<file path="src/rtl/anneal_seq_pkg.sv">
// Shared types and default sizes for the anneal sequencer.
package anneal_seq_pkg;

  localparam int unsigned NumSpinDefault         = 256;
  localparam int unsigned CounterBitwidthDefault = 16;

  typedef enum logic [3:0] {
    StIdle,
    StCfg,
    StDtStart,
    StDtGuard,
    StDtWait,
    StPush,
    StCollect,
    StCheck,
    StDone
  } anneal_state_e;

endpackage

</file>
<file path="src/rtl/anneal_sequencer_if.sv">
// Wrapper-facing handshakes of the anneal sequencer: configure pulse, J/h launch/idle,
// spin push (valid/ready) and spin result (valid/ready).
interface anneal_sequencer_if
  import anneal_seq_pkg::*;
#(
  parameter int unsigned NumSpin = NumSpinDefault
) ();

  logic               wrap_cfg_en_o;
  logic               dt_cfg_enable_o;
  logic               dt_cfg_idle_i;
  logic               spin_pop_valid_o;
  logic               spin_pop_ready_i;
  logic [NumSpin-1:0] spin_pop_o;
  logic               spin_valid_i;
  logic               spin_ready_o;
  logic [NumSpin-1:0] spin_i;

  modport master (
    output wrap_cfg_en_o, dt_cfg_enable_o, spin_pop_valid_o, spin_pop_o, spin_ready_o,
    input  dt_cfg_idle_i, spin_pop_ready_i, spin_valid_i, spin_i
  );

  modport slave (
    input  wrap_cfg_en_o, dt_cfg_enable_o, spin_pop_valid_o, spin_pop_o, spin_ready_o,
    output dt_cfg_idle_i, spin_pop_ready_i, spin_valid_i, spin_i
  );

endinterface

</file>
<file path="src/rtl/anneal_stability_tracker.sv">
// Holds the current spin vector and counts consecutive unchanged iterations.
// Optional feature macro: ANNEAL_SEQ_FLIP_COUNT_EN adds flip_cnt_o (Hamming distance of the
// latest captured spin vector against the previous one).
module anneal_stability_tracker
  import anneal_seq_pkg::*;
#(
  parameter int unsigned NumSpin         = NumSpinDefault,
  parameter int unsigned CounterBitwidth = CounterBitwidthDefault
) (
  input  logic                       clk_i,
  input  logic                       rst_ni,
  input  logic                       load_i,
  input  logic [NumSpin-1:0]         init_spin_i,
  input  logic                       capture_i,
  input  logic [NumSpin-1:0]         spin_i,
  output logic [NumSpin-1:0]         spin_o,
  output logic [CounterBitwidth-1:0] stable_cnt_o
`ifdef ANNEAL_SEQ_FLIP_COUNT_EN
  ,
  output logic [$clog2(NumSpin):0]   flip_cnt_o
`endif
);

  logic [NumSpin-1:0]         spin_q;
  logic [CounterBitwidth-1:0] stable_q;
  logic                       unchanged;

  assign unchanged    = (spin_i == spin_q);
  assign spin_o       = spin_q;
  assign stable_cnt_o = stable_q;

  // Load the initial vector on start; on each capture update the vector and stability run.
  always_ff @(posedge clk_i or negedge rst_ni) begin
    if (!rst_ni) begin
      spin_q   <= '0;
      stable_q <= '0;
    end else if (load_i) begin
      spin_q   <= init_spin_i;
      stable_q <= '0;
    end else if (capture_i) begin
      spin_q <= spin_i;
      if (!unchanged) begin
        stable_q <= '0;
      end else if (stable_q != '1) begin
        stable_q <= stable_q + 1'b1;
      end
    end
  end

`ifdef ANNEAL_SEQ_FLIP_COUNT_EN
  localparam int unsigned FlipW = $clog2(NumSpin) + 1;
  logic [FlipW-1:0] flip_q;

  assign flip_cnt_o = flip_q;

  // Hamming distance of the newly captured vector against the one it replaces.
  always_ff @(posedge clk_i or negedge rst_ni) begin
    if (!rst_ni) begin
      flip_q <= '0;
    end else if (capture_i) begin
      flip_q <= FlipW'($countones(spin_i ^ spin_q));
    end
  end
`endif

endmodule

</file>
<file path="src/rtl/anneal_sequencer.sv">
// Anneal sequencer: configure pulse, J/h launch and idle wait, then the push/collect/check
// iteration loop with iteration-count and stability-based termination.
// Optional feature macro: ANNEAL_SEQ_FLIP_COUNT_EN (adds flip_cnt_o).
module anneal_sequencer
  import anneal_seq_pkg::*;
#(
  parameter int unsigned NumSpin         = NumSpinDefault,
  parameter int unsigned CounterBitwidth = CounterBitwidthDefault
) (
  input  logic                       clk_i,
  input  logic                       rst_ni,
  input  logic                       en_i,
  input  logic                       start_i,
  input  logic                       abort_i,
  input  logic [CounterBitwidth-1:0] iter_max_i,
  input  logic [CounterBitwidth-1:0] stable_thresh_i,
  input  logic [NumSpin-1:0]         init_spin_i,
  anneal_sequencer_if.master         wrap,
  output logic                       busy_o,
  output logic                       done_o,
  output logic                       converged_o,
  output logic [CounterBitwidth-1:0] iter_cnt_o,
  output logic [NumSpin-1:0]         final_spin_o
`ifdef ANNEAL_SEQ_FLIP_COUNT_EN
  ,
  output logic [$clog2(NumSpin):0]   flip_cnt_o
`endif
);

  anneal_state_e              state_q, state_d;
  logic [CounterBitwidth-1:0] iter_max_q, thresh_q, iter_cnt_q, stable_cnt;
  logic                       converged_q;
  logic [NumSpin-1:0]         spin_reg;
  logic                       load, capture, set_conv;
  logic                       stable_hit;

  assign stable_hit = (thresh_q != '0) && (stable_cnt >= thresh_q);

  // Next-state decode; abort overrides every transition and suppresses all side effects.
  always_comb begin
    state_d  = state_q;
    load     = 1'b0;
    capture  = 1'b0;
    set_conv = 1'b0;
    unique case (state_q)
      StIdle: begin
        if (start_i) begin
          load    = 1'b1;
          state_d = StCfg;
        end
      end
      StCfg:     state_d = StDtStart;
      StDtStart: state_d = StDtGuard;
      // Idle may still be stale from before the launch, so it is ignored for one cycle.
      StDtGuard: state_d = StDtWait;
      StDtWait: begin
        if (wrap.dt_cfg_idle_i) state_d = (iter_max_q == '0) ? StDone : StPush;
      end
      StPush: begin
        if (wrap.spin_pop_ready_i) state_d = StCollect;
      end
      StCollect: begin
        if (wrap.spin_valid_i) begin
          capture = 1'b1;
          state_d = StCheck;
        end
      end
      StCheck: begin
        if (stable_hit) begin
          set_conv = 1'b1;
          state_d  = StDone;
        end else if (iter_cnt_q == iter_max_q) begin
          state_d = StDone;
        end else begin
          state_d = StPush;
        end
      end
      StDone:  state_d = StIdle;
      default: state_d = StIdle;
    endcase
    if (abort_i) begin
      state_d  = StIdle;
      load     = 1'b0;
      capture  = 1'b0;
      set_conv = 1'b0;
    end
  end

  // State and run bookkeeping; everything freezes while en_i is low.
  always_ff @(posedge clk_i or negedge rst_ni) begin
    if (!rst_ni) begin
      state_q     <= StIdle;
      iter_max_q  <= '0;
      thresh_q    <= '0;
      iter_cnt_q  <= '0;
      converged_q <= 1'b0;
    end else if (en_i) begin
      state_q <= state_d;
      if (load) begin
        iter_max_q  <= iter_max_i;
        thresh_q    <= stable_thresh_i;
        iter_cnt_q  <= '0;
        converged_q <= 1'b0;
      end else begin
        if (capture)  iter_cnt_q  <= iter_cnt_q + 1'b1;
        if (set_conv) converged_q <= 1'b1;
      end
    end
  end

  anneal_stability_tracker #(
    .NumSpin         (NumSpin),
    .CounterBitwidth (CounterBitwidth)
  ) u_tracker (
    .clk_i        (clk_i),
    .rst_ni       (rst_ni),
    .load_i       (load & en_i),
    .init_spin_i  (init_spin_i),
    .capture_i    (capture & en_i),
    .spin_i       (wrap.spin_i),
    .spin_o       (spin_reg),
    .stable_cnt_o (stable_cnt)
`ifdef ANNEAL_SEQ_FLIP_COUNT_EN
    ,
    .flip_cnt_o   (flip_cnt_o)
`endif
  );

  // Outputs are pure state decodes, so they hold (pulses included) while en_i is low.
  assign wrap.wrap_cfg_en_o    = (state_q == StCfg);
  assign wrap.dt_cfg_enable_o  = (state_q == StDtStart);
  assign wrap.spin_pop_valid_o = (state_q == StPush);
  assign wrap.spin_pop_o       = (state_q == StPush) ? spin_reg : '0;
  assign wrap.spin_ready_o     = (state_q == StCollect);
  assign busy_o                = (state_q != StIdle);
  assign done_o                = (state_q == StDone);
  assign converged_o           = converged_q;
  assign iter_cnt_o            = iter_cnt_q;
  assign final_spin_o          = spin_reg;

endmodule

</file>
<file path="src/flat_wrapper.sv">
// flat-port wrapper written by rule: the top's interface ports become plain ports
module anneal_sequencer_flat import anneal_seq_pkg::*;
#(
  parameter int unsigned NumSpin         = NumSpinDefault,
  parameter int unsigned CounterBitwidth = CounterBitwidthDefault
)
  (clk_i, rst_ni, en_i, start_i, abort_i, iter_max_i, stable_thresh_i, init_spin_i, busy_o, done_o, converged_o, iter_cnt_o, final_spin_o, wrap_wrap_cfg_en_o, wrap_dt_cfg_enable_o, wrap_spin_pop_valid_o, wrap_spin_pop_o, wrap_spin_ready_o, wrap_dt_cfg_idle_i, wrap_spin_pop_ready_i, wrap_spin_valid_i, wrap_spin_i);
  anneal_sequencer_if #(.NumSpin(NumSpin)) wrap_i ();
  input  logic clk_i;
  input  logic rst_ni;
  input  logic en_i;
  input  logic start_i;
  input  logic abort_i;
  input  logic [CounterBitwidth-1:0] iter_max_i;
  input  logic [CounterBitwidth-1:0] stable_thresh_i;
  input  logic [NumSpin-1:0] init_spin_i;
  output logic busy_o;
  output logic done_o;
  output logic converged_o;
  output logic [CounterBitwidth-1:0] iter_cnt_o;
  output logic [NumSpin-1:0] final_spin_o;
  output wire logic [$bits(wrap_i.wrap_cfg_en_o)-1:0] wrap_wrap_cfg_en_o;
  output wire logic [$bits(wrap_i.dt_cfg_enable_o)-1:0] wrap_dt_cfg_enable_o;
  output wire logic [$bits(wrap_i.spin_pop_valid_o)-1:0] wrap_spin_pop_valid_o;
  output wire logic [$bits(wrap_i.spin_pop_o)-1:0] wrap_spin_pop_o;
  output wire logic [$bits(wrap_i.spin_ready_o)-1:0] wrap_spin_ready_o;
  input wire logic [$bits(wrap_i.dt_cfg_idle_i)-1:0] wrap_dt_cfg_idle_i;
  input wire logic [$bits(wrap_i.spin_pop_ready_i)-1:0] wrap_spin_pop_ready_i;
  input wire logic [$bits(wrap_i.spin_valid_i)-1:0] wrap_spin_valid_i;
  input wire logic [$bits(wrap_i.spin_i)-1:0] wrap_spin_i;
  assign wrap_wrap_cfg_en_o = wrap_i.wrap_cfg_en_o;
  assign wrap_dt_cfg_enable_o = wrap_i.dt_cfg_enable_o;
  assign wrap_spin_pop_valid_o = wrap_i.spin_pop_valid_o;
  assign wrap_spin_pop_o = wrap_i.spin_pop_o;
  assign wrap_spin_ready_o = wrap_i.spin_ready_o;
  assign wrap_i.dt_cfg_idle_i = wrap_dt_cfg_idle_i;
  assign wrap_i.spin_pop_ready_i = wrap_spin_pop_ready_i;
  assign wrap_i.spin_valid_i = wrap_spin_valid_i;
  assign wrap_i.spin_i = wrap_spin_i;
  anneal_sequencer #(.NumSpin(NumSpin), .CounterBitwidth(CounterBitwidth)) u_core (.clk_i(clk_i), .rst_ni(rst_ni), .en_i(en_i), .start_i(start_i), .abort_i(abort_i), .iter_max_i(iter_max_i), .stable_thresh_i(stable_thresh_i), .init_spin_i(init_spin_i), .wrap(wrap_i), .busy_o(busy_o), .done_o(done_o), .converged_o(converged_o), .iter_cnt_o(iter_cnt_o), .final_spin_o(final_spin_o));
endmodule
</file>
<file path="config.mk">
export PLATFORM = sky130hd
export DESIGN_NAME = anneal_sequencer_flat
export DESIGN_NICKNAME = d
export VERILOG_FILES = /design/src/rtl/anneal_seq_pkg.sv /design/src/rtl/anneal_sequencer_if.sv /design/src/rtl/anneal_stability_tracker.sv /design/src/rtl/anneal_sequencer.sv /design/src/flat_wrapper.sv
export SDC_FILE = /design/constraint.sdc
export NUM_CORES = 1
export LEC_CHECK = 0
export CORE_AREA = 2 2 423 425
export CTS_CLUSTER_DIAMETER = 40
export DETAILED_ROUTE_END_ITERATION = 10
export DIE_AREA = 0 0 425 427
export GPL_TIMING_DRIVEN = 0
export PLACE_DENSITY = 0.3
export SLEW_MARGIN = 15
export SYNTH_ARGS = -nofsm -noshare
export SYNTH_HDL_FRONTEND = slang
export SYNTH_SLANG_ARGS = --single-unit
</file>
<file path="constraint.sdc">
create_clock -name clk_i -period 3.3 [get_ports clk_i]
set_input_delay 0.66 -clock clk_i [delete_from_list [all_inputs] [get_ports clk_i]]
set_output_delay 0.66 -clock clk_i [all_outputs]
set_load 0.02 [all_outputs]
</file>
run_1/congestion.png
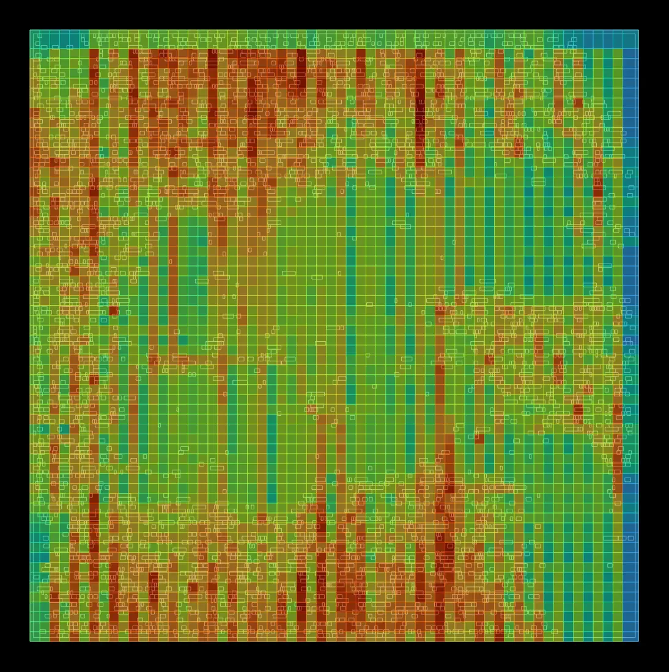
All-Layer GR Usage: 0.223
GRT met1 Usage: 0.256
Finished Core Util: 0.220
busiest grt layer: met2

run_1/placement_by_type.png
Scale bar: 100 um.
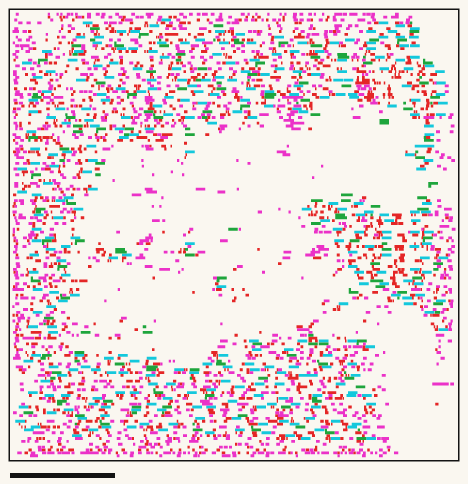
legend:
  red:
    class: combinational and other logic
    cells: 1682
  cyan:
    class: sequential cells
    cells: 325
  green:
    class: clock drivers and dummy loads
    cells: 204
  magenta:
    class: remaining buffers and delay cells
    cells: 1306

run_1/io_fan.png
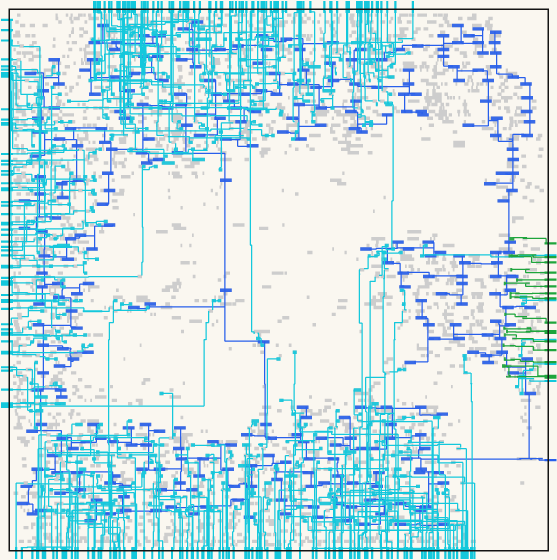
legend:
  green:
    port: `stable_thresh_i`
    bits: 16
    direction: input
    end_cells: 16
    buffers: 16
    wire: 598 um
  blue:
    port: `rst_ni`
    bits: 1
    direction: input
    end_cells: 325
    buffers: 6
    wire: 5190 um
  cyan:
    port: `wrap_spin_i`
    bits: 256
    direction: input
    end_cells: 509
    buffers: 256
    wire: 23.9 mm
Ports: 1087
PortBufs: 1086

run_1/metal_density.png
Scale bar: 100 um. 21 x 21 tiles, from dark purple (low) to yellow (high), scaled to the fullest tile. Values are wire area over tile area, all layers added.
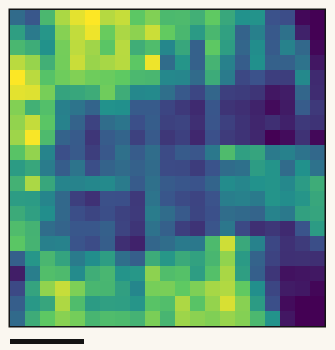
densest ninth of the die: top left
nearly empty tiles: 2.0%
fullest tile: 0.40
mean over tiles: 0.18

==> run 1: cell type report <==
| class | count | area (um^2) | share of cell area |
|---|---|---|---|
| antenna | 16 | 40.0 | 0.00103 |
| clock buffer | 161 | 3300 | 0.0848 |
| inverter | 46 | 175 | 0.00450 |
| multi-input combinational | 1636 | 10900 | 0.281 |
| clock inverter | 43 | 479 | 0.0123 |
| tap | 2355 | 2950 | 0.0757 |
| timing repair buffer | 1182 | 11900 | 0.307 |
| sequential | 325 | 8140 | 0.209 |
| buffer | 124 | 981 | 0.0252 |
==> run 1: per-layer routing <==
layer | wire length [um] | vias up | track usage
met5 | 150 | - | 0
met4 | 5470 | 22 | 0.0504
met3 | 13400 | 233 | 0.0591
met2 | 109000 | 893 | 0.410
met1 | 81000 | 11455 | 0.256
li1 | - | 10005 | -
==> run 1: cells in the mapped netlist, types with 9 or more instances <==
| cell type | number | area, um^2 |
|---|---|---|
| nand2_1 | 511 | 1920 |
| dfrtp_1 | 325 | 8130 |
| and2_1 | 259 | 1620 |
| a22oi_1 | 248 | 1860 |
| xnor2_1 | 200 | 1750 |
| clkbuf_1 | 110 | 413 |
| xor2_1 | 75 | 657 |
| nand4_1 | 71 | 444 |
| inv_1 | 46 | 173 |
| nor4_1 | 38 | 238 |
| o21ai_0 | 32 | 160 |
| nor2_1 | 31 | 116 |
| a21oi_1 | 23 | 115 |
| ha_1 | 18 | 225 |
| mux2_2 | 18 | 203 |
| buf_1 | 16 | 60.1 |
| nand3_1 | 13 | 65.1 |
| a221o_1 | 10 | 100 |
| and3_1 | 9 | 56.3 |
==> run 1: flip-flops by register name (all words and copies together), names as in the netlist <==
register and flops:
u_core.converged_o 1, u_core.iter_cnt_o 16, u_core.iter_max_q 16, u_core.state_q 4, u_core.thresh_q 16, u_core.u_tracker.spin_o 256, u_core.u_tracker.stable_cnt_o 16
==> run 1: power by group <==
group / total [W] / leakage (nW) / internal, W / switching (W)
registers: 0.00892 / 4.08 / 0.00569 / 0.00323
logic: 0.0143 / 10.8 / 0.00604 / 0.00827
clock network: 0.0108 / 1.86 / 0.00749 / 0.00331
==> run 1: final timing paths <==
check / cells past startpoint / endpoint / start / slack, ps
max: 10 / wrap_spin_pop_o[243] / u_core.state_q[2] / 30
min: 3 / u_core.u_tracker.spin_o[219] / wrap_spin_i[219] / 310
max reg2reg: 8 / u_core.u_tracker.spin_o[213] / u_core.state_q[3] / 90
min reg2reg: 2 / u_core.u_tracker.spin_o[219] / u_core.u_tracker.spin_o[219] / 540
max in group asynchronous: 4 / u_core.u_tracker.spin_o[37] / rst_ni / 1440
min in group asynchronous: 2 / u_core.u_tracker.spin_o[143] / rst_ni / 530
==> run 1: stage by stage <==
step / worst slack, ps / hold WS (ps) / cells / total power [W]
final: 26.3 / 308 / 5888 / 0.0340
after global routing: -108 / 281 / 5879 / 0.0355
after CTS: -242 / 375 / 5868 / 0.0346
after detailed placement: -1960 / 532 / 5593 / 0.0227
after global placement: -17610 / 527 / 5579 / 0.0226
after floorplan: 822 / 364 / 2138 / 0.0129
==> run 1: worst max-delay path: cells and delay by family, from the launching register on <==
family / cells / cell delay [ps]
and+or+nand+nor: 3 / 480
buffers and inverters: 7 / 1000
DFF: 1 / 380
==> results.yml, run 1 <==
# synthesis and place-and-route metrics
outcome:
  status: "complete, no violations"
die:
  rows: 155
  fp_util: 0.107
route:
  vias: 22608
  drtPass1Iterations: 7
  wirelength_um: 209000
  drtIter0Drc: 1548
cts:
  cts_inserted_buffers: 113
  postCtsSetupBuffers: 61
  cts_hold_buf: 1
  ctsResizeCount: 1417
  clk_latency_ps: 720
setup_path:
  cp_data_required_time_ps: 2640
  crit_slowest_cell: "dfrtp_1"
  setup.worst_path.end_class: "output port"
  path_cells: "buf_6 > nor2b_4 > and3_4 > buf_12 > clkbuf_16 > buf_12 > clkbuf_16 > buf_12 > and2_4 > buf_8"
  path_max_fanout: 5
  max_stage_delay_ps: 380
  worstSetupPathType: "reg -> out"
  cpMostUsedCell: "buf_12"
synthesis:
  ys_types: 54
  synth_top_flop_cell: "dfrtp_1"
  synth-edff-count: 0
  aoi_share: 0.136
  muxShareOfSynthArea: 0.0112
  ys_sh_adder: 0.0119
  logic_family: "simple AND/OR/NAND/NOR gates"
  async_reset_ff_frac: 1.00
  syn-num-nets: 2708
  synth_seq_share: 0.428
  simple_gate_area_frac: 0.249
flow_run:
  cap_viol_max_count: 0
  warning_count: 28
global_routing:
  grt_start_max_net_pins: 76
  antenna_found_initial: 47
  grt_overflow: 0
sta:
  finalSetupViolCount: 0
  fmaxAchievable_ghz: 0.305
  finalCriticalPeriod_ps: 3270
  relSlewSlack: 0.246
  setup_tns_ps: 0
final_layout:
  drive_above_1_share: 0.223
  final_area_um2: 38900
  fill_cells: 19654
  area_growth_pct: 105
  final_cell_mix: "clkdlybuf4s50_1, nand2_1, dfrtp_1, a22oi_1"
place:
  gp_congestion: 0.851
power_and_ir_drop:
  peakVddDrop_uv: 392
  leakagePower_nw: 16.8
  p_per_area_nw_per_um2: 874
--- run 2 (diff from run 1) ---
CORE_AREA = 2 2 424 426   (was 2 2 423 425)
CTS_CLUSTER_SIZE = 16   (was unset)
DIE_AREA = 0 0 426 428   (was 0 0 425 427)
PLACE_DENSITY = 0.31   (was 0.3)
clock period = 3 ns   (was 3.3 ns; I/O delays follow)
run_2/metal_density.png
Scale bar: 100 um. 21 x 21 tiles, from dark purple (low) to yellow (high), scaled to the fullest tile. Values are wire area over tile area, all layers added.
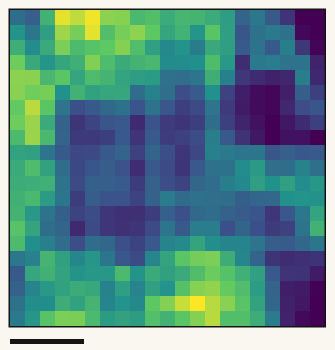
fullest tile: 0.43
densest ninth of the die: top left
mean over tiles: 0.18
Vias: 22856
wire length per cell: 36.0 um
All-Layer GR Usage: 0.228
Routed WL: 213000 um

run_2/io_fan.png
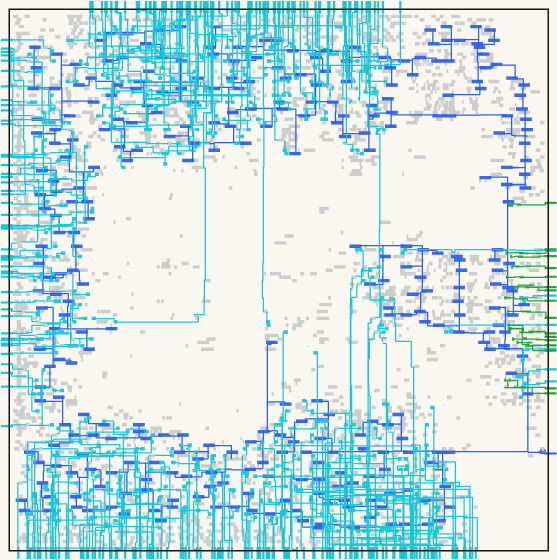

run_2/placement_by_type.png
Scale bar: 100 um.
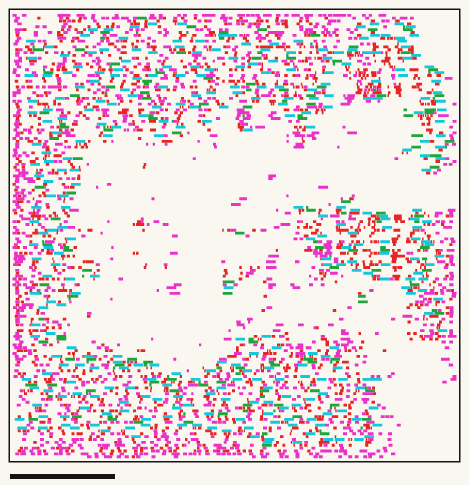
legend:
  cyan:
    class: sequential cells
    cells: 325
  red:
    class: combinational and other logic
    cells: 1682
  green:
    class: clock drivers and dummy loads
    cells: 192
  magenta:
    class: remaining buffers and delay cells
    cells: 1345

==> run 2 against run 1 <==
  * The run now ends with negative setup slack left
  * First-iteration DRC count grew 1.2%
  * Combinational power rose by about 10%
  * Global-route usage increased by 0.45 points
  * Setup slack got worse by 450 ps
  * Core utilization increased by 0.75 points
  * Clock skew down 8.3 ps
  * Register-to-register slack got worse by 510 ps
  * Via count increased by 1.1%
  * Routed wire length up 1.6%
  * Die size grew 0.47%
  * Worst hold slack better by 150 ps
  * Highest routed layer unchanged
==> results.yml, run 2 <==
# synthesis and place-and-route metrics
setup_path:
  r2r-start: "u_core.u_tracker.spin_o[37]"
  reg2reg_setup_slack_ps: -420
  setup.worst_path.end_class: "flip-flop"
  reg2reg_to: "u_core.u_tracker.stable_cnt_o[1]"
  worstSetupPathType: "reg -> reg"
  crit_start: "u_core.u_tracker.spin_o[37]"
  cp_data_required_time_ps: 3620
  path_max_fanout: 4
  arrival_ps: 4050
  worstRegToRegCells: 8
sta:
  final-hold-violation-count: 0
  fin_ws_ps: -425
  fmaxAchievable_ghz: 0.292
  fin_crit_sh: 1.14
  fin_skew_ps: 29.6
  finalCriticalPeriod_ps: 3420
  tightest_slew_ps: 1030
  setup_tns_ps: -32280
  finalSetupViolCount: 244
  relSlewSlack: 0.305
synthesis:
  yosysWarnings: 0
  synthCells: 2138
  synth_seq_share: 0.428
  most_common_cell: "nand2_1"
  synth_top_flop_cell: "dfrtp_1"
  synth_top_cell_by_area: "dfrtp_1"
  netlist.area_leader.share: 0.428
  async_reset_ff_frac: 1.00
  syn-num-nets: 2708
  synth-edff-count: 0
  synth.top_cells.by_area: "dfrtp_1, nand2_1, a22oi_1"
  yosysChipArea_um2: 19000
  ys_types: 54
  common_cells: "nand2_1, dfrtp_1, and2_1, a22oi_1, xnor2_1"
  ys.flops: 325
outcome:
  violations: "negative setup slack"
  status: "finished with violations"
place:
  io_buffers: 1086
  gp_congestion: 0.874
  dpl.cell_count: 5595
  hpwl_um: 175000
power_and_ir_drop:
  p_per_area_nw_per_um2: 918
  finalPower_w: 0.0371
  leakagePower_nw: 17.3
  peakVddDrop_uv: 456
worst_hold_path:
  min_path_type: "in -> reg"
  hold_path_end: "u_core.thresh_q[14]"
  whs_path_depth: 3
  worstHoldStart: "stable_thresh_i[14]"
route:
  ant_nets: 0
  drtIter0Drc: 1566
  drtPass1Iterations: 6
global_routing:
  antenna_found_initial: 34
  grt_start_max_net_pins: 74
  grt_overflow: 0
  grt_pass1_wl_um: 267000
final_layout:
  fin_nets: 4031
  final_cell_mix: "clkdlybuf4s50_1, nand2_1, dfrtp_1, buf_6, and2_4"
  drive_above_1_share: 0.274
  fill_cells: 19622
  largest_register_ffs: 256
  area_growth_pct: 113
  final_area_um2: 40400
  finalNonFillerCells: 5907
cts:
  cts.sinks: 325
  cts_inserted_buffers: 107
  cts-root-buf: "clkbuf_16"
  htree_levels: 3
  cts.path.max_buffers: 3
  clk_latency_ps: 730
  clkTransAtPathRegs_ps: 40
die:
  pin_count: 1087
  die_h_um: 428
  core_area_um2: 178000
  fp_util: 0.107
  die_w_um: 426
  rows: 155
flow_run:
  cap_viol_max_count: 0
  warning_count: 28
## run 2: cell count changes in the layout (fill, tap and decap cells not counted), moves of 16 or more
cell and delta:
buf_4 -46, and2_4 +155, and2_1 -152, buf_8 +28
buf_2 -77, xnor2_1 +16, buf_6 +158
## run 2: per-layer routing
metal | track usage | vias up | part of all wire
li1 | - | 10041 | -
met1 | 0.266 | 11714 | 0.40
met2 | 0.415 | 887 | 0.52
met3 | 0.0500 | 200 | 0.053
met4 | 0.0573 | 14 | 0.025
met5 | 0 | - | 0.00045
## run 2: cells by family after synthesis
kind of cell / share of synthesized area
AND-OR/OR-AND: 0.136
XOR/XNOR: 0.127
adder cells (fa/ha/maj): 0.0119
buffers and inverters: 0.0363
flip-flops: 0.428
multiplexers: 0.0112
AND/OR/NAND/NOR: 0.249
## run 2: critical path, cell delays in order, from the launching register on
cell and delay, ps:
dfrtp_2 440, xnor2_4 410, nand4_1 620, nor4_4 680, nand4_1 390, nor4_4 300
buf_4 200, a31oi_4 70, o22ai_1 200
## run 2: area by class of cell
type                            count  area, um^2  share of cell area
Clock inverter                     33         299             0.00741
Inverter                           46         175             0.00434
Timing Repair Buffer             1225       13400               0.333
Sequential cell                   325        8140               0.202
Multi-Input combinational cell   1636       11100               0.276
Clock buffer                      159        3200              0.0792
Buffer                            120        1010              0.0251
Antenna cell                        8        20.0            0.000496
Tap cell                         2355        2950              0.0730
## run 2: timing repair
item                       in CTS  in global routing
hold buffers                    1                  0
setup endpoints to repair     545                328
hold endpoints to repair       65                  0
cloned                         19                  1
resized                      2005                307
pin swaps                      15                 11
buffers inserted               93                 31
## run 2: worst max-delay path by stage
stage	slack [ps]	cells past startpoint	endpoint
after CTS	-530	8	u_core.u_tracker.stable_cnt_o[5]
after detailed placement	-2420	9	u_core.u_tracker.stable_cnt_o[10]
after global routing	-450	8	u_core.u_tracker.stable_cnt_o[2]
after global placement	-17460	1	u_core.u_tracker.spin_o[162]
after floorplan	580	8	u_core.u_tracker.stable_cnt_o[10]
final	-420	8	u_core.u_tracker.stable_cnt_o[1]
## run 2: power breakdown
part / internal [W] / switching, W / total (W)
clock: 0.00754 / 0.00351 / 0.0111
combinational: 0.00683 / 0.00923 / 0.0161
sequential: 0.00625 / 0.00369 / 0.00994
## run 2: per-stage QoR
stage	setup slack [ps]	hold WS, ps	util
after detailed placement	-2420	534	0.187
after floorplan	582	304	-
after global placement	-17460	534	0.185
after CTS	-532	372	0.224
after global routing	-446	427	0.227
final	-425	460	0.227
--- run 3 (diff from run 2) ---
CORE_AREA = 3 3 419 421   (was 2 2 424 426)
CTS_BUF_LIST = sky130_fd_sc_hd__clkbuf_8   (was unset)
DIE_AREA = 0 0 422 424   (was 0 0 426 428)
run_3/congestion.png
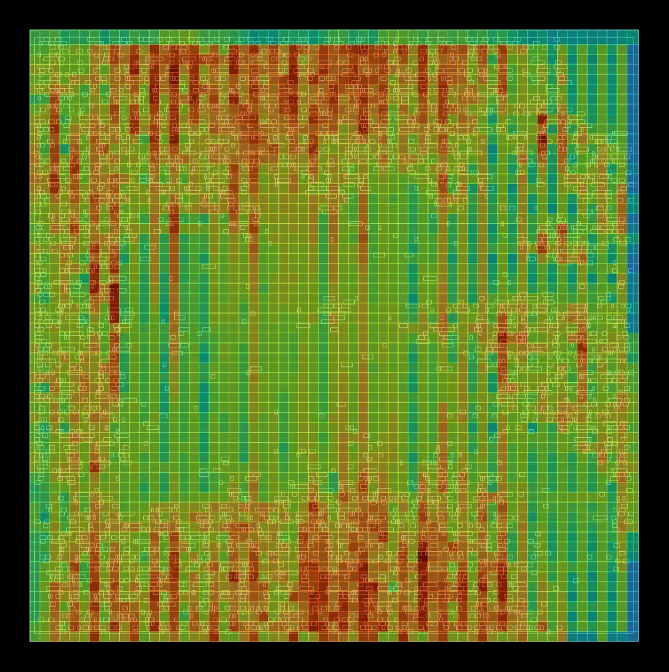
met2 GRT Util: 0.418
GRT met1 Usage: 0.250
wire length per cell: 35.1 um
All-Layer GR Usage: 0.220

run_3/metal_density.png
Scale bar: 100 um. 21 x 21 tiles, from dark purple (low) to yellow (high), scaled to the fullest tile. Values are wire area over tile area, all layers added.
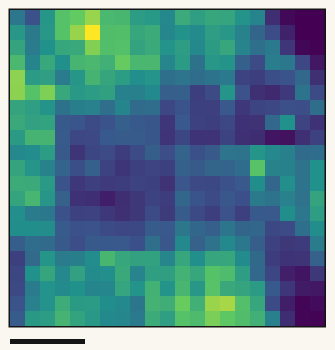
tiles over half the peak: 32%
emptiest ninth of the die: middle
densest ninth of the die: top left
fullest tile: 0.45
Vias: 22436
Routed WL: 205000 um

run_3/io_fan.png
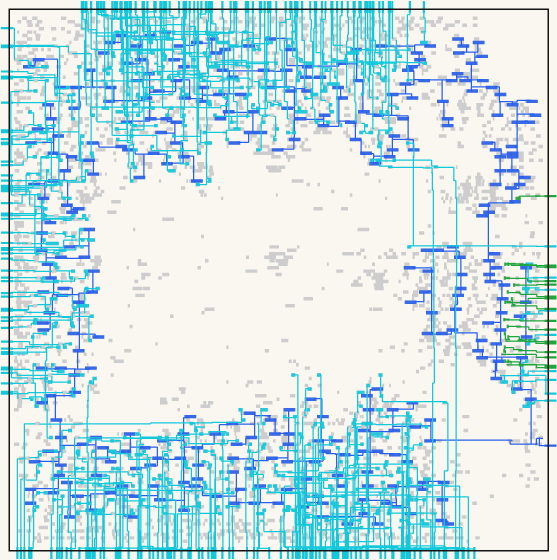
legend:
  green:
    port: `stable_thresh_i`
    bits: 16
    direction: input
    end_cells: 16
    buffers: 16
    wire: 595 um
  cyan:
    port: `wrap_spin_i`
    bits: 256
    direction: input
    end_cells: 509
    buffers: 256
    wire: 22.8 mm
  blue:
    port: `rst_ni`
    bits: 1
    direction: input
    end_cells: 325
    buffers: 6
    wire: 4640 um

==> run 3 against run 2 <==
  * The run still ends with negative setup slack left
  * Critical path depth is 1 higher
  * Critical path type is now reg -> out
  * Setup slack better by 110 ps
  * Largest power group unchanged
  * Maximum frequency is 3.4% higher
  * Highest routed layer unchanged
  * Clock power is 31% lower
  * Count of clock-buffer cells in the layout is 8 lower
  * Core utilization is 0.61 points lower
  * Routed wire length is 3.5% lower
==> results.yml, run 3 <==
# synthesis and place-and-route metrics
outcome:
  status: "finished with violations"
  violations: "negative setup slack"
power_and_ir_drop:
  p_per_area_nw_per_um2: 875
  seqPwrFrac: 0.296
final_layout:
  flop_area_um2: 8140
  final_cell_mix: "clkdlybuf4s50_1, nand2_1, dfrtp_1, a22oi_1, xnor2_1"
  fill_cells: 18926
  fin_nets: 4005
  logic_area_um2: 11000
sta:
  whs_ps: 264
  final-hold-violation-count: 0
  finalSetupViolCount: 267
  fin_ws_ps: -312
  fin_skew_ps: 58.1
  relSlewSlack: 0.269
  setup_tns_ps: -44560
global_routing:
  grt_pass1_wl_um: 257000
  grt_start_max_net_pins: 78
  antenna_found_initial: 41
setup_path:
  worstRegToRegCells: 8
  crit_family: "buffers and inverters"
  arrival_ps: 2710
  max_stage_delay_ps: 380
  setup.worst_path.end_class: "output port"
  worstSetupPathType: "reg -> out"
  r2r-start: "u_core.u_tracker.spin_o[250]"
  cp_data_required_time_ps: 2400
  crit_slowest_cell: "dfrtp_1"
  cp_num_buf_inv: 6
  path_cells: "buf_6 > nor2b_4 > and3_4 > buf_12 > clkbuf_16 > clkbuf_16 > buf_16 > and2_4 > buf_8"
route:
  drtIter0Drc: 1371
  ant_nets: 0
cts:
  cts_inserted_buffers: 110
  cts-root-buf: "clkbuf_8"
  htree_levels: 3
  cts.path.max_buffers: 3
place:
  gp_congestion: 0.898
synthesis:
  synth-edff-count: 0
  synth_seq_share: 0.428
  netlist.area_leader.share: 0.428
  synthCells: 2138
  synth_top_cell_by_area: "dfrtp_1"
  async_reset_ff_frac: 1.00
worst_hold_path:
  min_path_type: "in -> async"
die:
  core_area_um2: 172000
  rows: 152
run 3: cell counts after synthesis:
Identical to the previous run, type by type.
run 3: per-stage QoR:
stage	cell area, um^2	instances
global route	38000	5848
finish	38000	5853
global placement	32700	5534
detailed placement	33100	5545
floorplan	19000	2138
CTS	36600	5775
run 3: kinds of logic (layout without fill, tap and decap cells):
family	Yosys count	after routing	share of synthesized area
flops	325	325	0.428
compound gates	357	357	0.136
other cells	0	17	0
mux	19	19	0.0112
xor+xnor	275	275	0.127
buf+inv	177	1565	0.0363
fa+ha+maj	18	18	0.0119
simple gates	967	967	0.249
run 3: routing by layer:
layer	track usage	wire, um
met1	0.250	80100
met2	0.418	110000
met3	0.0506	11200
met4	0.0369	3480
met5	0	40
run 3: repair_timing:
action,in CTS,in global routing
pin swaps,6,33
buffers inserted,21,60
cloned,6,6
hold endpoints to repair,135,0
gates resized,910,1057
setup endpoints to repair,553,567
hold buffers,1,0
run 3: area by class of cell:
class / instances / area share
antenna: 17 / 0.00112
buffer: 128 / 0.0300
clock buffer: 151 / 0.0547
clock inverter: 52 / 0.00900
inverter: 46 / 0.00461
multi-input combinational: 1636 / 0.291
sequential: 325 / 0.214
tap: 2310 / 0.0761
timing repair buffer: 1188 / 0.319
run 3: worst max path at each step:
| stage | start | end | slack, ps | depth (start not counted) |
|---|---|---|---|---|
| floorplan | en_i | u_core.u_tracker.stable_cnt_o[10] | 580 | 8 |
| global placement | rst_ni | u_core.u_tracker.spin_o[20] | -17370 | 1 |
| detailed placement | u_core.state_q[0] | wrap_spin_pop_o[20] | -2380 | 7 |
| CTS | u_core.state_q[2] | wrap_spin_pop_o[91] | -570 | 9 |
| global route | u_core.state_q[2] | wrap_spin_pop_o[94] | -530 | 9 |
| finish | u_core.state_q[2] | wrap_spin_pop_o[91] | -310 | 9 |
run 3: power by group through the flow:
stage	Combinational [W]	Clock, W	Sequential [W]
after global placement	0.0151	0	0.00975
after floorplan	0.00413	0	0.0100
after detailed placement	0.0152	0	0.00977
final	0.0157	0.00771	0.00983
after CTS	0.0158	0.00800	0.00982
after global routing	0.0167	0.00821	0.0101
No activity file was given, so power comes from the tool's default toggle rates.
